`src/rtl/hilo_muldiv_ctrl_pkg.sv`:
```
`default_nettype none
// +----------------------------------------------------------------------------+
// | hilo_pkg : op codes, FSM states and constants for the HI/LO mul/div ctrl   |
// | Rev 1.0                                                                    |
// +----------------------------------------------------------------------------+
package hilo_pkg;

    typedef enum logic [3:0] {
        NONE  = 4'd0,
        MULT  = 4'd1,
        MULTU = 4'd2,
        DIV   = 4'd3,
        DIVU  = 4'd4,
        MTHI  = 4'd5,
        MTLO  = 4'd6,
        MFHI  = 4'd7,
        MFLO  = 4'd8
    } hilo_op_t;

    typedef enum logic [1:0] {
        S_IDLE    = 2'd0,
        S_DIV_RUN = 2'd1,
        S_MUL_RUN = 2'd2,
        S_GAP     = 2'd3
    } hilo_state_t;

    // LO result for a divide by zero; HI takes the dividend
    localparam logic [31:0] DIV0_LO = 32'hFFFF_FFFF;

    function automatic logic op_is_hilo(input hilo_op_t op);
        return (op == MULT) || (op == MULTU) || (op == DIV) || (op == DIVU) ||
               (op == MTHI) || (op == MTLO)  || (op == MFHI) || (op == MFLO);
    endfunction

    function automatic logic op_is_signed(input hilo_op_t op);
        return (op == MULT) || (op == DIV);
    endfunction

endpackage
`default_nettype wire

```
`src/rtl/hilo_muldiv_ctrl_if.sv`:
```
`default_nettype none
// +----------------------------------------------------------------------------+
// | hilo_muldiv_ctrl_if : valid_in/valid_out handshake to an iterative unit    |
// | Rev 1.0                                                                    |
// +----------------------------------------------------------------------------+
interface hilo_muldiv_ctrl_if;

    logic        valid_in;
    logic        sign;
    logic [31:0] src_a;
    logic [31:0] src_b;
    logic        valid_out;
    logic [31:0] hi;
    logic [31:0] lo;

    // master = controller side, slave = Div/Mult unit side
    modport master (
        output valid_in, sign, src_a, src_b,
        input  valid_out, hi, lo
    );

    modport slave (
        input  valid_in, sign, src_a, src_b,
        output valid_out, hi, lo
    );

endinterface
`default_nettype wire

```
`src/rtl/hilo_muldiv_ctrl.sv`:
```
`default_nettype none
// +----------------------------------------------------------------------------+
// | hilo_muldiv_ctrl : HI/LO owner, Div/Mult handshake FSM, watchdog, stall    |
// | Rev 1.0                                                                    |
// +----------------------------------------------------------------------------+
module hilo_muldiv_ctrl
    import hilo_pkg::*;
#(
    parameter int TIMEOUT = 64
) (
    input  logic               clk,
    input  logic               reset,
    input  logic               op_valid,
    input  hilo_op_t           op,
    input  logic [31:0]        rs_val,
    input  logic [31:0]        rt_val,
    output logic               stall,
    output logic [31:0]        mf_data,
    output logic               timeout_err,
    hilo_muldiv_ctrl_if.master div_bus,
    hilo_muldiv_ctrl_if.master mul_bus
);

    localparam int WD_W = $clog2(TIMEOUT + 1);

    hilo_state_t r_state;
    hilo_state_t w_next;

    logic [31:0]     r_hi;
    logic [31:0]     r_lo;
    logic [31:0]     r_src_a;
    logic [31:0]     r_src_b;
    logic            r_sign;
    logic [WD_W-1:0] r_wdog;
    logic            r_timeout_err;

    logic w_accept;
    logic w_issue_div;
    logic w_issue_mul;
    logic w_div0;
    logic w_write_hi;
    logic w_write_lo;
    logic w_div_done;
    logic w_mul_done;
    logic w_wd_expire;
    logic w_abort;

    logic        w_div_valid_in;
    logic        w_mul_valid_in;
    logic        w_stall;
    logic [31:0] w_mf_data;

    // ---------------------------------------------------------------- state
    always_ff @(posedge clk or posedge reset) begin
        if (reset) begin
            r_state <= S_IDLE;
        end else begin
            r_state <= w_next;
        end
    end

    // ----------------------------------------------------------- next state
    always_comb begin
        w_next      = r_state;
        w_issue_div = 1'b0;
        w_issue_mul = 1'b0;
        w_div0      = 1'b0;
        w_write_hi  = 1'b0;
        w_write_lo  = 1'b0;
        w_div_done  = 1'b0;
        w_mul_done  = 1'b0;
        w_abort     = 1'b0;
        w_accept    = op_valid && (r_state == S_IDLE);
        w_wd_expire = (r_wdog == WD_W'(TIMEOUT - 1));

        case (r_state)
            S_IDLE: begin
                if (w_accept) begin
                    case (op)
                        DIV, DIVU: begin
                            // divide by zero is resolved here without touching the unit
                            if (rt_val != 32'd0) begin
                                w_issue_div = 1'b1;
                                w_next      = S_DIV_RUN;
                            end else begin
                                w_div0 = 1'b1;
                            end
                        end
                        MULT, MULTU: begin
                            w_issue_mul = 1'b1;
                            w_next      = S_MUL_RUN;
                        end
                        MTHI:    w_write_hi = 1'b1;
                        MTLO:    w_write_lo = 1'b1;
                        default: ;
                    endcase
                end
            end
            S_DIV_RUN: begin
                if (div_bus.valid_out) begin
                    w_div_done = 1'b1;
                    w_next     = S_GAP;
                end else if (w_wd_expire) begin
                    w_abort = 1'b1;
                    w_next  = S_GAP;
                end
            end
            S_MUL_RUN: begin
                if (mul_bus.valid_out) begin
                    w_mul_done = 1'b1;
                    w_next     = S_GAP;
                end else if (w_wd_expire) begin
                    w_abort = 1'b1;
                    w_next  = S_GAP;
                end
            end
            S_GAP:   w_next = S_IDLE;
            default: w_next = S_IDLE;
        endcase
    end

    // -------------------------------------------------------------- outputs
    always_comb begin
        w_div_valid_in = (r_state == S_DIV_RUN);
        w_mul_valid_in = (r_state == S_MUL_RUN);
        w_stall        = op_valid && op_is_hilo(op) && (r_state != S_IDLE);
        w_mf_data      = 32'd0;
        if (op_valid && (op == MFHI)) begin
            w_mf_data = r_hi;
        end else if (op_valid && (op == MFLO)) begin
            w_mf_data = r_lo;
        end
    end

    assign stall       = w_stall;
    assign mf_data     = w_mf_data;
    assign timeout_err = r_timeout_err;

    // operands come from the issue-time latch so a stalled next op cannot disturb them
    assign div_bus.valid_in = w_div_valid_in;
    assign div_bus.sign     = r_sign & w_div_valid_in;
    assign div_bus.src_a    = r_src_a;
    assign div_bus.src_b    = r_src_b;

    assign mul_bus.valid_in = w_mul_valid_in;
    assign mul_bus.sign     = r_sign & w_mul_valid_in;
    assign mul_bus.src_a    = r_src_a;
    assign mul_bus.src_b    = r_src_b;

    // ------------------------------------------------ HI/LO, latch, watchdog
    always_ff @(posedge clk or posedge reset) begin
        if (reset) begin
            r_hi          <= 32'd0;
            r_lo          <= 32'd0;
            r_src_a       <= 32'd0;
            r_src_b       <= 32'd0;
            r_sign        <= 1'b0;
            r_wdog        <= '0;
            r_timeout_err <= 1'b0;
        end else begin
            if (w_issue_div || w_issue_mul) begin
                r_src_a <= rs_val;
                r_src_b <= rt_val;
                r_sign  <= op_is_signed(op);
            end

            if (w_div0) begin
                r_hi <= rs_val;
                r_lo <= DIV0_LO;
            end
            if (w_write_hi) begin
                r_hi <= rs_val;
            end
            if (w_write_lo) begin
                r_lo <= rs_val;
            end
            // Div reports quotient on hi; MIPS keeps remainder in HI
            if (w_div_done) begin
                r_hi <= div_bus.lo;
                r_lo <= div_bus.hi;
            end
            if (w_mul_done) begin
                r_hi <= mul_bus.hi;
                r_lo <= mul_bus.lo;
            end

            if (w_issue_div || w_issue_mul) begin
                r_wdog <= '0;
            end else if ((r_state == S_DIV_RUN) || (r_state == S_MUL_RUN)) begin
                r_wdog <= r_wdog + WD_W'(1);
            end

            if (w_abort) begin
                r_timeout_err <= 1'b1;
            end
        end
    end

endmodule
`default_nettype wire

```
`src/flat_wrapper.sv`:
```
// flat-port wrapper written by rule: the top's interface ports become plain ports
module hilo_muldiv_ctrl_flat import hilo_pkg::*;
#(
    parameter int TIMEOUT = 64
)
  (clk, reset, op_valid, op, rs_val, rt_val, stall, mf_data, timeout_err, div_bus_valid_in, div_bus_sign, div_bus_src_a, div_bus_src_b, div_bus_valid_out, div_bus_hi, div_bus_lo, mul_bus_valid_in, mul_bus_sign, mul_bus_src_a, mul_bus_src_b, mul_bus_valid_out, mul_bus_hi, mul_bus_lo);
  hilo_muldiv_ctrl_if div_bus_i ();
  hilo_muldiv_ctrl_if mul_bus_i ();
  input  logic clk;
  input  logic reset;
  input  logic op_valid;
  input  hilo_op_t op;
  input  logic [31:0] rs_val;
  input  logic [31:0] rt_val;
  output logic stall;
  output logic [31:0] mf_data;
  output logic timeout_err;
  output wire logic [$bits(div_bus_i.valid_in)-1:0] div_bus_valid_in;
  output wire logic [$bits(div_bus_i.sign)-1:0] div_bus_sign;
  output wire logic [$bits(div_bus_i.src_a)-1:0] div_bus_src_a;
  output wire logic [$bits(div_bus_i.src_b)-1:0] div_bus_src_b;
  input wire logic [$bits(div_bus_i.valid_out)-1:0] div_bus_valid_out;
  input wire logic [$bits(div_bus_i.hi)-1:0] div_bus_hi;
  input wire logic [$bits(div_bus_i.lo)-1:0] div_bus_lo;
  output wire logic [$bits(mul_bus_i.valid_in)-1:0] mul_bus_valid_in;
  output wire logic [$bits(mul_bus_i.sign)-1:0] mul_bus_sign;
  output wire logic [$bits(mul_bus_i.src_a)-1:0] mul_bus_src_a;
  output wire logic [$bits(mul_bus_i.src_b)-1:0] mul_bus_src_b;
  input wire logic [$bits(mul_bus_i.valid_out)-1:0] mul_bus_valid_out;
  input wire logic [$bits(mul_bus_i.hi)-1:0] mul_bus_hi;
  input wire logic [$bits(mul_bus_i.lo)-1:0] mul_bus_lo;
  assign div_bus_valid_in = div_bus_i.valid_in;
  assign div_bus_sign = div_bus_i.sign;
  assign div_bus_src_a = div_bus_i.src_a;
  assign div_bus_src_b = div_bus_i.src_b;
  assign div_bus_i.valid_out = div_bus_valid_out;
  assign div_bus_i.hi = div_bus_hi;
  assign div_bus_i.lo = div_bus_lo;
  assign mul_bus_valid_in = mul_bus_i.valid_in;
  assign mul_bus_sign = mul_bus_i.sign;
  assign mul_bus_src_a = mul_bus_i.src_a;
  assign mul_bus_src_b = mul_bus_i.src_b;
  assign mul_bus_i.valid_out = mul_bus_valid_out;
  assign mul_bus_i.hi = mul_bus_hi;
  assign mul_bus_i.lo = mul_bus_lo;
  hilo_muldiv_ctrl #(.TIMEOUT(TIMEOUT)) u_core (.clk(clk), .reset(reset), .op_valid(op_valid), .op(op), .rs_val(rs_val), .rt_val(rt_val), .stall(stall), .mf_data(mf_data), .timeout_err(timeout_err), .div_bus(div_bus_i), .mul_bus(mul_bus_i));
endmodule
```
`config.mk`:
```
export PLATFORM = sky130hd
export DESIGN_NAME = hilo_muldiv_ctrl_flat
export DESIGN_NICKNAME = d
export VERILOG_FILES = /design/src/rtl/hilo_muldiv_ctrl_pkg.sv /design/src/rtl/hilo_muldiv_ctrl_if.sv /design/src/rtl/hilo_muldiv_ctrl.sv /design/src/flat_wrapper.sv
export SDC_FILE = /design/constraint.sdc
export NUM_CORES = 1
export LEC_CHECK = 0
export ABC_AREA = 1
export CORE_MARGIN = 2
export CORE_UTILIZATION = 38
export DETAILED_ROUTE_END_ITERATION = 10
export PLACE_DENSITY = 0.8
export SLEW_MARGIN = 20
export SYNTH_ARGS = -nofsm -noshare
export SYNTH_HDL_FRONTEND = slang
export SYNTH_SLANG_ARGS = --single-unit
export TNS_END_PERCENT = 10
```
`constraint.sdc`:
```
create_clock -name clk -period 4.3 [get_ports clk]
set_input_delay 0.43 -clock clk [delete_from_list [all_inputs] [get_ports clk]]
set_output_delay 0.43 -clock clk [all_outputs]
set_load 0.01 [all_outputs]
```
==> run summary, run 1 <==
Results of the full flow below.

Outcome:
- The run finished with clean final reports.

Routing:
- TritonRoute output was used to compute an average wire per cell of approximately 17 um.
- For this block, the initial DRC count from the detailed router was between 400 and 500.
- The run gives the iteration tally of the first detailed-router pass as 5.
- The run puts the routed via count at 8226.

STA:
- The run gives the post-layout worst setup margin as between 0.8 and 0.9 ns.
- Setup repair after global routing left no endpoint under its margin.
- The run gives the post-route fraction of the period consumed by the critical path as between 70% and 80%.
- The run puts the count of endpoints failing setup in the final report at 0.
- The run puts the setup TNS after final layout at 0 ns.

Global route:
- The run gives the wire length of the first global-routing pass as 42.6 mm.
- The run gives the number of antenna violations at the first check in global routing as 1.
- The run gives the global router's overall resource usage as approximately a quarter.
- The run gives the global route total overflow as 0.

Cells and area:
- The run puts the clock-cell share of area at between 5 and 6%.
- The area growth from synthesis to layout is 48.1%.
- The run gives the number of non-filler instances in the completed layout as about 1700.
- The run gives the share of final layout cell area taken by non-clock buffers as a little under a third.
- The most common logic cells in the final layout are sky130_fd_sc_hd__nand2_1, sky130_fd_sc_hd__clkdlybuf4s50_1, sky130_fd_sc_hd__dfrtp_1.
- The run gives the core occupancy in the finished layout as between 50% and 60%.
- The run gives the share of the final layout cell area in sequential cells as between 20 and 30%.
- The run puts the non-clock buffer instance count of the final layout at between 300 and 400.
- The run puts the tally of filler cells in the layout at 1911.
- The run gives the logic gate fraction of the total cell area as ~28%.
- The run puts the number of combinational gates with multiple inputs at ~730.
- The run gives the number of non-clock inverters as 120.
- Of the cells placed in the final design, the portion with a size suffix greater than 1 is around 4.2%.
- By area, non-clock buffers come first.
- The final layout contains between 1500 and 2000 nets.

Setup path:
- The run gives the critical path class as input pin to output pin.
- The run puts the largest incremental delay on the critical path at 0.68 ns.
- The run gives the slowest cell on the critical path as sky130_fd_sc_hd__nand3_2.
- STA classifies the critical path endpoint as an output pin.
- The run puts the signal arrival time at the worst endpoint at ~3 ns.
- The run gives the required time at the endpoint of the critical path as between 3 and 4 ns.
- The run gives the worst reg2reg path startpoint as u_core.r_state[1]$_DFFE_PP0P_.
- The run gives the critical path startpoint category as an input pin.

Synth:
- In this run the mean area of a mapped cell was ~7.2 um2.
- The run puts the xor/xnor cell area share of the yosys netlist at less than 1%.
- The run puts the post-synthesis register bit count at roughly 140.
- After synthesis, the most frequently instantiated cells are sky130_fd_sc_hd__nand2_1, sky130_fd_sc_hd__dfrtp_1, sky130_fd_sc_hd__o21ai_0.
- The run puts the count of different cell masters after synthesis at 28.
- The run gives the number of synthesized flops with an enable pin as 0.
- Sorting the synthesis cell report by count puts at the top sky130_fd_sc_hd__nand2_1.
- The run gives the adder-cell share of the synthesized area as 0.776%.
- The run puts the portion of synthesized cell area occupied by the leading cell type at 43.1%.
- In the synthesized netlist, the number of instances is roughly 1100.
- Of the total synthesized cell area, the portion taken by AND-OR and OR-AND cells is between 10% and 20%.
- The run gives the number of warnings printed during yosys synthesis as 0.
- In the synthesized netlist, the dominant kind of combinational cell is simple AND/OR/NAND/NOR gates.

CTS:
- Looking at the clock tree report, the root buffer type is sky130_fd_sc_hd__clkbuf_16.
- The later pin in the worst-skew pair is clocked with a latency of between 0.4 and 0.5 ns.
- The run puts the count of cells resized by post-cts repair at 0.
- The run puts the clock-pin slew of the registers on the worst-case setup and hold paths at about 0.060 ns.
- The number of clock sinks came to between 100 and 150.
- The run gives the number of hold buffers added after CTS as 0.
- The run gives the number of buffers created by CTS as 17.
- Per the CTS log, the buffer count on the longest clock path is 2.
- TritonCTS built the clock tree.

Floorplan:
- The run gives the initial standard-cell utilization of the core as roughly two fifths.
- The run gives the row count as 53.
- The run puts the overall chip area at between 20000 and 25000 um2.
- The run gives the inserted tap cell count as 275.

Worst hold path:
- The run gives the critical hold path startpoint as u_core.r_lo[12]$_DFFE_PP0P_.

Power and ir drop:
- The run puts the switching share of power at between 30% and 40%.
- The run gives the total power draw as roughly 0.0074 W.
- The run gives the combinational cell fraction of total power as 46.9%.
- Summed over all sequential cells, the power is roughly 0.0024 W.
- The run puts the net switching power at 0.00283 W.
- Sequential cells burn between 30% and 40% of the power.
- Of the total power, the clock network draws approximately a fifth.
- The run gives the internal power consumption as 0.00456 W.
- The run gives the combinational logic power as between 0.003 and 0.004 W.

Run:
- Max-cap violations in this run came to 0.
[run 1: routing by layer]
metal | GRT usage [%] | up-vias | part of all wire (%)
li1 | - | 4041 | -
met1 | 33.3 | 3811 | 43
met2 | 40.1 | 319 | 48
met3 | 3.99 | 55 | 5.9
met4 | 8.44 | 0 | 2.5
met5 | 0 | - | 0
[run 1: sequential cells by signal, indices dropped and copies added, names as in the netlist]
register,flops
u_core.r_hi,32
u_core.timeout_err,1
u_core.div_bus.src_a,32
u_core.r_lo,32
u_core.div_bus.src_b,32
u_core.r_wdog,7
u_core.r_sign,1
u_core.r_state,2
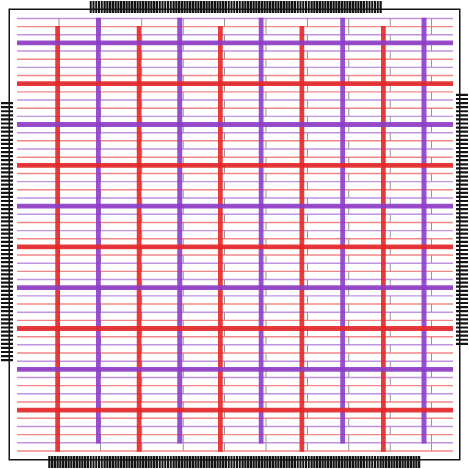
Run 1: PDN straps and rails
(3 px per um) Pins as bars on the die edge. Tap cells in grey.
- purple: VDD
- red: VSS
- met4 straps: 10
- signal pins: 367
- met1 rails: 54
- tap cells: 275
- rows: 53
Core Area: 21000 um2
die outline width: 150 um
worst supply voltage drop on vdd: 0.291 mV
die span in y: 150 um

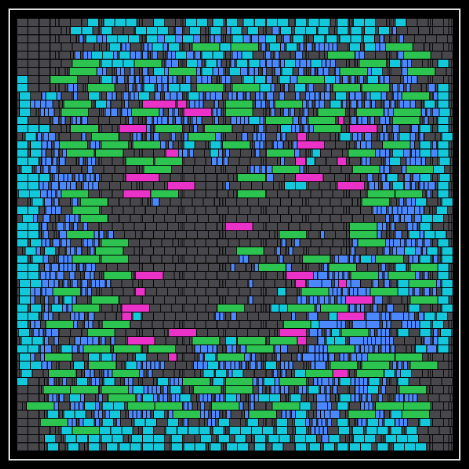
Run 1: placed cells, one colour a class
(3 px per um) Fill, decap, tap and diode cells in grey.
- blue: all other logic (cells 854)
- magenta: clock drivers and dummy loads (cells 32)
- green: flip-flops (cells 139)
- cyan: other buffers and delay cells (cells 378)

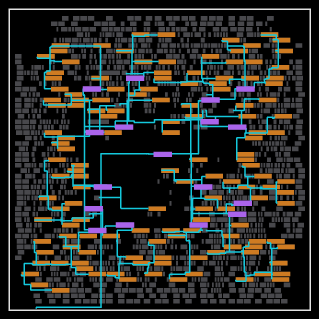
Run 1: clock network drawn from the DEF
(2 px per um)
- purple: cells driving clock nets (count 17)
- orange: flip-flops (count 139)
- cyan: clock wires (length 1910 um)
- flops lie: widely spread
clock skew after layout: 0.00776 ns
clock network power: 0.00149 W

## Run 2: what changed since run 1
- clock period: 4.3 -> 3.01 ns (I/O delays scaled with it)
==> run 2 against run 1 <==
Via count is 0.50% lower. First-iteration DRC count increased by 8.4%. Synthesized cell count stayed put. Clock power increased by 42%. Clock-buffer cell count rose by 2. Global-route usage decreased by 0.55 points. Routed wire length decreased by 0.97%. Design area increased by 0.67%. Total power rose by 42%. Non-clock buffer count increased by 10. Critical endpoint is now mf_data[30]. Largest power group unchanged. Highest routed layer unchanged.
==> run summary, run 2 <==
Results of the full flow below.

Setup path:
- STA puts the critical path data required time at 2.71 ns.
- The run puts the largest incremental delay on the critical path at 0.62 ns.
- The run gives the critical path capture point type as an output pin.
- The worst setup path is launched from an input pin.
- The timing report shows that the slowest cell on the worst path is sky130_fd_sc_hd__clkdlybuf4s50_1.
- The run puts the signal arrival time at the worst endpoint at 2.41 ns.
- The critical path in this run is classified as input pin to output pin.
- For the worst reg-to-reg path, the startpoint reported by OpenROAD is u_core.r_state[1]$_DFFE_PP0P_.

STA:
- The run gives the post-route fraction of the period consumed by the critical path as around 90%.
- The run puts the count of endpoints failing setup in the final report at 0.
- The run gives the post-layout worst setup margin as about 0.30 ns.
- The run gives the setup TNS after final layout as 0 ns.
- Setup repair after global routing left no endpoint under its margin.
- The run gives the worst-margin pin slew as ~0.75 ns.
- The run puts the max-slew violation count at 0.
- The final timing report lists a hold violation count of 0.

CTS:
- The run gives the number of buffers created by CTS as 17.
- The run puts the count of cells resized by post-cts repair at 0.
- The run gives the total number of clock tree sinks as roughly 140.
- The run gives the number of hold buffers added after CTS as 0.
- The run gives the clock tree from TritonCTS as done.
- For reference, the clock transition at the flip-flops on the worst setup and hold paths is roughly 0.060 ns.
- The run puts the number of buffers between clock root and the deepest sink at 2.
- The run puts the H-tree depth reported by CTS at 4.
- The run gives the library cell used as clock root buffer as sky130_fd_sc_hd__clkbuf_16.

Cells and area:
- The run gives the number of nets in the layout as about 1600.
- The library cell used most frequently in the layout, excluding fill and tap cells, is sky130_fd_sc_hd__nand2_1.
- Ranking logic cells in the layout by count gives the top entries sky130_fd_sc_hd__nand2_1, sky130_fd_sc_hd__clkdlybuf4s50_1, sky130_fd_sc_hd__dfrtp_1.
- The run gives the core occupancy in the finished layout as between 50% and 60%.
- The run puts the share of layout cells above drive strength 1 at 4.74%.
- Per the run report, area growth between synthesis and finish was 49.1%.
- The run puts the number of non-filler instances in the completed layout at approximately 1700.

Routing:
- The run gives the final routed wirelength across all metal layers as around 28 mm.
- The routed design uses 13.3 mm of met2 wire.
- The run gives the routed metal-1 wire length as 11.7 mm.
- The run gives the routed wire length per instance as between 15 and 20 um.
- The highest metal layer carrying signal wires in the routed design is met4.
- For this run, the detailed router's first-pass iteration total came to 5.
- The run gives the routed via count as a little over 8000.
- Detailed-route iteration 0 reported a violation count of 518.
- The detail route stage leaves a number of antenna-violating nets equal to 0.
- In the routed layout, each cell is associated on average with a via count of 4.85.
- Per the detail_route log, met3 wirelength is approximately 1.9 mm.

Synth:
- Counting every instance in the synthesized netlist gives roughly 1100.
- The run gives the per-instance average area after synthesis as 7.19 um2.
- The run gives the portion of synthesized cell area occupied by the leading cell type as a little over two fifths.
- The run puts the xor/xnor cell area share of the yosys netlist at 0.651%.
- The most common cell in the synthesized netlist is sky130_fd_sc_hd__nand2_1.
- For reference, the top cells by count after synthesis are sky130_fd_sc_hd__nand2_1, sky130_fd_sc_hd__dfrtp_1, sky130_fd_sc_hd__o21ai_0.
- Per the synth log, the flip-flop and latch total comes to roughly 140.
- The run gives the fraction of the mapped netlist area in compound gates as between 10% and 20%.
- The run puts the number of warnings printed during yosys synthesis at 0.
- By area, the combinational part of the netlist is dominated by simple AND/OR/NAND/NOR gates.
- The run gives the most frequently used flop master after synthesis as sky130_fd_sc_hd__dfrtp_1.
- The run puts the share of flip-flops with an asynchronous set or reset after synthesis at 100%.
- The run puts the count of different cell masters after synthesis at 28.
- The run puts the synthesized netlist net count at about 1300.
- After Yosys synthesis, full adders, half adders and majority gates account for less than 1% of the synthesized area.
- The run gives the number of synthesized flops with an enable pin as 0.

Global route:
- The run puts the global-route track usage on met1 at 31.2%.
- Routing resource usage on met3 recorded by global route was about 5.2%.
- The run gives the number of antenna violations at the first check in global routing as 1.
- The run gives the wire length of the first global-routing pass as 41.7 mm.
- The run puts the via count of the first global-routing pass at slightly below 8000.
- Per the GRT congestion report, total overflow comes to 0.

Floorplan:
- From left edge to right edge, the die measures ~150 um.
- The run puts the vertical die size at 150 um.
- The run gives the core footprint as 21000 um2.
- The run puts the initial standard-cell utilization of the core at 38.5%.
- The run gives the row count as about 53.
- The run gives the overall chip area as 22400 um2.

Run:
- The run puts the tally of max-capacitance violations at 0.

Outcome:
- The flow ran to the end, and the final reports show no timing, DRC or antenna violations.

Power and ir drop:
- The run gives the total power draw as about 0.011 W.

Place:
- Detailed placement finished with a half-perimeter wire length of between 20 and 25 mm.

Worst hold path:
- The run gives the critical hold path startpoint as rt_val[20].
==> run 2: cell type report <==
type | count | area [um2]
Clock buffer | 20 | 447
Timing Repair Buffer | 388 | 3850
Inverter | 120 | 455
Multi-Input combinational cell | 734 | 3310
Fill cell | 1975 | 8930
Tap cell | 275 | 344
Clock inverter | 12 | 138
Sequential cell | 139 | 3480
==> run 2: worst max-delay path: cells and delay by family <==
kind | cells | cell delay [ns]
buffers and inverters | 4 | 1.55
AOI/OAI and AO/OA | 1 | 0.38
and+or+nand+nor | 2 | 0.18
==> run 2: where the power goes <==
group          leakage (nW)  internal, W  switching (W)
logic                  3.63      0.00252        0.00245
registers              1.71      0.00278       0.000669
clock network         0.270      0.00125       0.000855
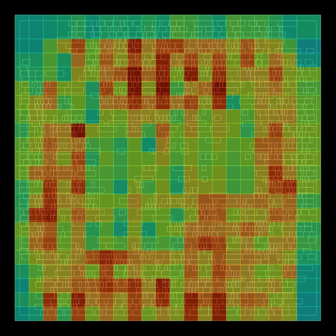
Run 2: routing congestion map
M2 GR Usage: 39.5%
overall track demand over capacity in global routing: 24.0%
most crowded layer after global routing: met2

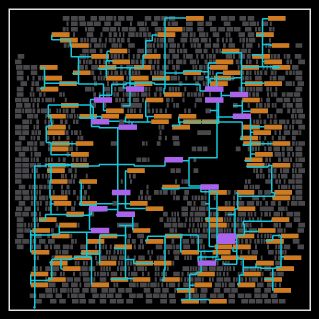
Run 2: clock network drawn from the DEF
(2 px per um)
- purple: cells driving clock nets (count 17)
- orange: flip-flops (count 139)
- cyan: clock wires (length 2020 um)
- flops lie: widely spread
clock skew after layout: 0.0165 ns
Clk pwr share: 20.0%
clock network power: 0.00211 W
source-to-sink clock delay at the later pin of the worst-skew pair: 0.42 ns

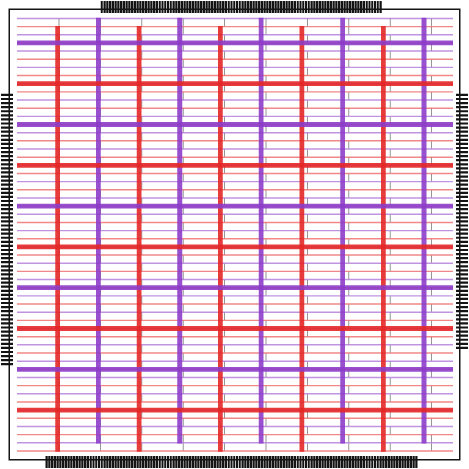
Run 2: PDN straps and rails
(3 px per um) Pins as bars on the die edge. Tap cells in grey.
- red: VSS
- purple: VDD
- rows: 53
- signal pins: 367
worst supply voltage drop on vdd: 0.440 mV

## Run 3: what changed since run 2
- CORE_AREA: default -> 2 2 143 145
- CORE_MARGIN: 2 -> default
- CORE_UTILIZATION: 38 -> default
- DIE_AREA: default -> 0 0 145 147
- PLACE_DENSITY: 0.8 -> 0.82
- REMOVE_ABC_BUFFERS: default -> 1
- TNS_END_PERCENT: 10 -> 100
- clock period: 3.01 -> 3.2 ns (I/O delays scaled with it)
==> run 3 against run 2 <==
Synthesized cell count is the same. Sequential share of layout area about the same. First-iteration DRC count is 14% lower. Non-clock buffer count down 6. Total power decreased by 5.6%. Sequential power decreased by 5.8%. Combinational power down 6.6%. Final cell count is 0.71% lower. Worst setup slack gained 0.21 ns. Highest routed layer unchanged.
==> run summary, run 3 <==
Results of the full flow below.

Floorplan:
- The run gives the overall chip area as ~21000 um2.
- The run puts the initial standard-cell utilization of the core at around two fifths.
- Pin placement for this block handled around 370 I/O pins.
- The run gives the row count as between 50 and 60.

CTS:
- The run gives the number of buffers between clock root and the deepest sink as 2.
- In this run the post-CTS setup repair buffer count came out at 0.
- The tree is rooted in a sky130_fd_sc_hd__clkbuf_16.
- The run gives the clock tree from TritonCTS as done.
- The run puts the count of cells resized by post-cts repair at 0.
- The run gives the clock-pin slew of the registers on the worst-case setup and hold paths as around 0.060 ns.
- The run gives the number of buffers created by CTS as 17.
- The run puts the clock insertion delay at the later pin of the skew report at a little over 0.4 ns.
- Clock tree synthesis found a total of 139 sinks.
- The run gives the H-tree depth reported by CTS as 4.
- In this run, post-CTS hold repair placed 0 buffers.

Cells and area:
- The run gives the antenna cell count as 0.
- The run gives the growth of design area from synthesis to finish as 49.0%.
- The run gives the tally of filler cells in the layout as approximately 1800.
- In the layout the commonest cells are sky130_fd_sc_hd__nand2_1, sky130_fd_sc_hd__clkdlybuf4s50_1, sky130_fd_sc_hd__dfrtp_1.
- At the end of the flow, the number of nets in the layout was 1600.
- The run puts the number of non-filler instances in the completed layout at approximately 1700.
- The run puts the share of layout cells above drive strength 1 at roughly 4.4%.
- After routing the design area is between 10000 and 15000 um2.
- Among logic cells in the layout, the one with the most instances is sky130_fd_sc_hd__nand2_1.

Setup path:
- Looking at the setup timing report, the critical path kind is input pin to output pin.
- Across all register-to-register paths, the minimum setup slack is between 0.7 and 0.8 ns.
- The critical path ends at mf_data[22].
- The run puts the total stage count of the critical path at 7.
- The critical path goes through clkdlybuf4s50_1 -> nand2_1 -> inv_1 -> nand3_2 -> buf_4 -> o22ai_1 -> clkdlybuf4s50_1.
- The run gives the worst flop-to-flop path endpoint as u_core.r_lo[19]$_DFFE_PP0P_.
- The run puts the required time at the endpoint of the critical path at 2.88 ns.
- The run gives the first element of the critical path as op[0].
- The worst setup path is captured at an output pin.
- Looking at the reg2reg group, the worst path starts from u_core.r_state[0]$_DFFE_PP0P_.
- The run gives the largest incremental delay on the critical path as about 0.61 ns.
- The run gives the critical path startpoint category as an input pin.
- The run gives the cell count of the worst reg-to-reg path as 11.
- The run puts the buffer and inverter count on the worst path at 4.
- Per STA, the worst path accumulates the most delay in the family buffers and inverters.
- Along the worst path, the maximum fanout reaches 32.
- On the critical path, the stage with the largest delay is an instance of sky130_fd_sc_hd__clkdlybuf4s50_1.
- In this design, the critical path's most frequently occurring cell is sky130_fd_sc_hd__clkdlybuf4s50_1.
- Data arrives at the worst endpoint at between 2 and 2.5 ns.

Routing:
- The run puts the number of design-rule violations left by the first detailed-router iteration at approximately 450.
- The run gives the final antenna-violating net count as 0.
- The run puts the routed wire length on met2 at about 14 mm.
- The highest metal layer carrying signal wires in the routed design is met4.
- Dividing the detail-routed via count by the number of cells gives 4.94.
- The run puts the final routed wirelength across all metal layers at between 20 and 30 mm.
- The run gives the routed via count as 8275.
- The run puts the routed metal-1 wire length at 10.6 mm.
- For this sky-water flow run, the detailed-routed wirelength per cell is reported as 16.0 um.
- The run gives the DRC violation count after routing as 0.
- The run gives the iteration tally of the first detailed-router pass as 7.
- The run puts the sum of met3 wire segment lengths after detailed routing at roughly 1.9 mm.

Power and ir drop:
- The run gives the total power divided by cell area as 827 nW/um2.
- In the power breakdown, the internal column shows roughly 0.0062 W.
- The share of total power dissipated in sequential elements is between 30% and 40%.
- The run gives the net switching power as roughly 0.0037 W.
- The run puts the leakage power figure at approximately 5.6 nW.
- The run gives the switching share of power as around 37%.
- The power report attributes to the combinational group a share of ~47%.
- The run gives the combinational logic power as ~0.0046 W.
- The run puts the total power draw at between 0.009 and 0.01 W.
- Per report_power, the clock group accounts for about 21% of the total.
- Clock network power for this build is between 0.002 and 0.0025 W.
- The run gives the largest power group as combinational cells.
- The run gives the power dissipated in sequential cells as 0.00324 W.

Global route:
- The run gives the routing layer with the top usage in global route as met2.
- The first global-routing pass estimated 42.0 mm of wire.
- The global route stage reports its total congestion overflow as 0.
- The run puts the global router's overall resource usage at between 20% and 30%.
- The number of antenna violations at the first check in global routing came to 0.
- Entering global routing, the biggest net connects a little under 70 pins.
- The run gives the global routing usage on met2 as 44.9%.
- The run gives the via count of the first global-routing pass as between 8000 and 9000.

Place:
- The run puts the placed wire-length estimate after detailed placement at between 15 and 20 mm.
- Once placement completed, the tool counted placed cells totaling ~1600.
- Once placement finished, the instance area stood at roughly 11000 um2.
- Setup slack on the worst path after placement came out at 0.514 ns.
- The buffer_ports step reported a buffer count of roughly 370.
- The run puts the global placement routability congestion at 0.877.

Synth:
- The synthesis run shows the most used standard cells to be sky130_fd_sc_hd__nand2_1, sky130_fd_sc_hd__dfrtp_1, sky130_fd_sc_hd__o21ai_0.
- The chip area line in the Yosys stat output reads a little over 8000 um2.
- The run puts the count of different cell masters after synthesis at 28.
- The synthesis report names the predominant flop master as sky130_fd_sc_hd__dfrtp_1.
- The run gives the post-synthesis sequential area ratio as between 40% and 50%.
- The run gives the number of warnings printed during yosys synthesis as 0.
- The run gives the number of synthesized flops with an enable pin as 0.
- The run gives the cell taking the most area after synthesis as sky130_fd_sc_hd__dfrtp_1.
- The run puts the instance count of the mapped netlist at ~1100.
- The run puts the portion of synthesized cell area occupied by the leading cell type at ~43%.
- The run puts the summed instance area of the synthesized netlist at between 8000 and 9000 um2.
- By instance count, the leading cell after synthesis is sky130_fd_sc_hd__nand2_1.
- The run puts the number of cells in the yosys synthesis report at roughly 1100.
- For this run, asynchronously set or reset flops after synthesis account for 100%.
- The run puts the per-instance average area after synthesis at around 7 um2.
- After synthesis the netlist holds a flip-flop and latch count of between 100 and 150.
- In the post-synthesis netlist, the biggest area contributors are sky130_fd_sc_hd__dfrtp_1, sky130_fd_sc_hd__nand2_1, sky130_fd_sc_hd__o21ai_0.

STA:
- Final hold analysis gives a worst-case slack of between 0.3 and 0.4 ns.
- In the final report, the number of hold violations comes to 0.
- The run puts the minimum clock period at 2.69 ns.
- The run gives the worst-margin pin slew as 0.674 ns.
- The run gives the tightest slew margin relative to the limit as ~55%.
- The run puts the maximum clock frequency at about 0.37 GHz.
- The run gives the count of endpoints failing setup in the final report as 0.
- The run gives the max-slew violation count as 0.
- The final timing report lists clock skew as 0.00565 ns.
- For the final routed database, the setup TNS stands at 0 ns.
- The worst path uses between 80 and 90% of the clock period.
- Setup repair after global routing left no endpoint under its margin.
- The run gives the post-layout worst setup margin as about 0.51 ns.

Worst hold path:
- STA reports the tightest min-delay check as being of type input pin to async pin.

Run:
- The run puts the total tool warning count at 28.
- The run gives the tally of max-capacitance violations as 0.

Outcome:
- The flow ran to the end, and the final reports show no timing, DRC or antenna violations.
run 3: cell count changes in the layout (fill, tap and decap cells not counted), sizes merged:
cell,change
buf,-6
clkinv,+4
clkinvlp,-4
inv,-2
bufinv,+1
run 3: cells by family after synthesis:
family	Yosys count	synth area share, %
compound gates	197	13.4
xor+xnor	6	0.651
fa+ha+maj	5	0.776
buf+inv	249	16.1
flops	139	43.1
simple gates	526	25.9
run 3: area by class of cell:
class	instances	area (um2)	share of cell area (%)
timing repair buffer	382	3820	31.8
clock inverter	11	143	1.19
tap	270	338	2.81
clock buffer	20	467	3.88
sequential	139	3480	28.9
inverter	120	457	3.80
multi-input combinational	734	3310	27.6
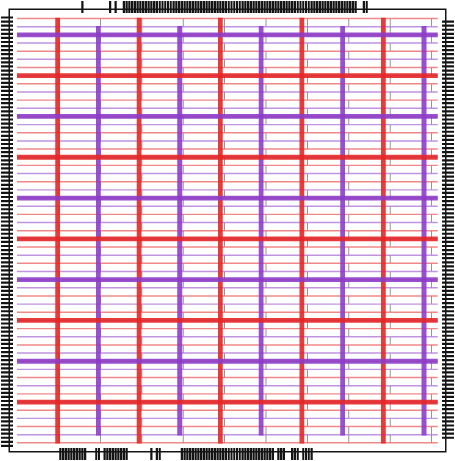
Run 3: PDN straps and rails
(3 px per um) Pins as bars on the die edge. Tap cells in grey.
- red: VSS
- purple: VDD
- tap cells: 270
- signal pins: 367
- rows: 52
worst supply voltage drop on vdd: 0.623 mV
die span in y: 147 um
Core Area: 19800 um2
die outline width: 145 um

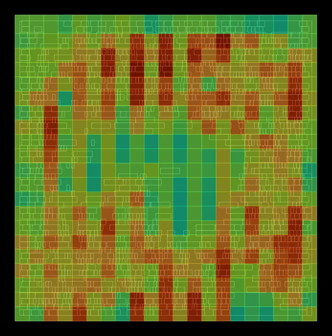
Run 3: routing congestion map
Core Util, Final: 60.5%
met1 usage in global routing: 29.1%
met3 demand-to-capacity share in global routing: 5.34%

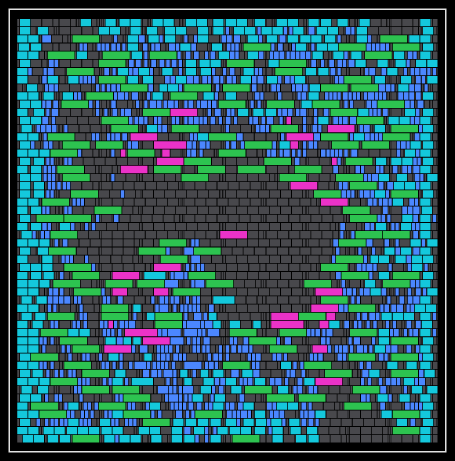
Run 3: placed cells, one colour a class
(3 px per um) Fill, decap, tap and diode cells in grey.
- cyan: other buffers and delay cells (cells 382)
- blue: all other logic (cells 854)
- magenta: clock drivers and dummy loads (cells 31)
- green: flip-flops (cells 139)

No activity file was given, so power comes from the tool's default toggle rates.
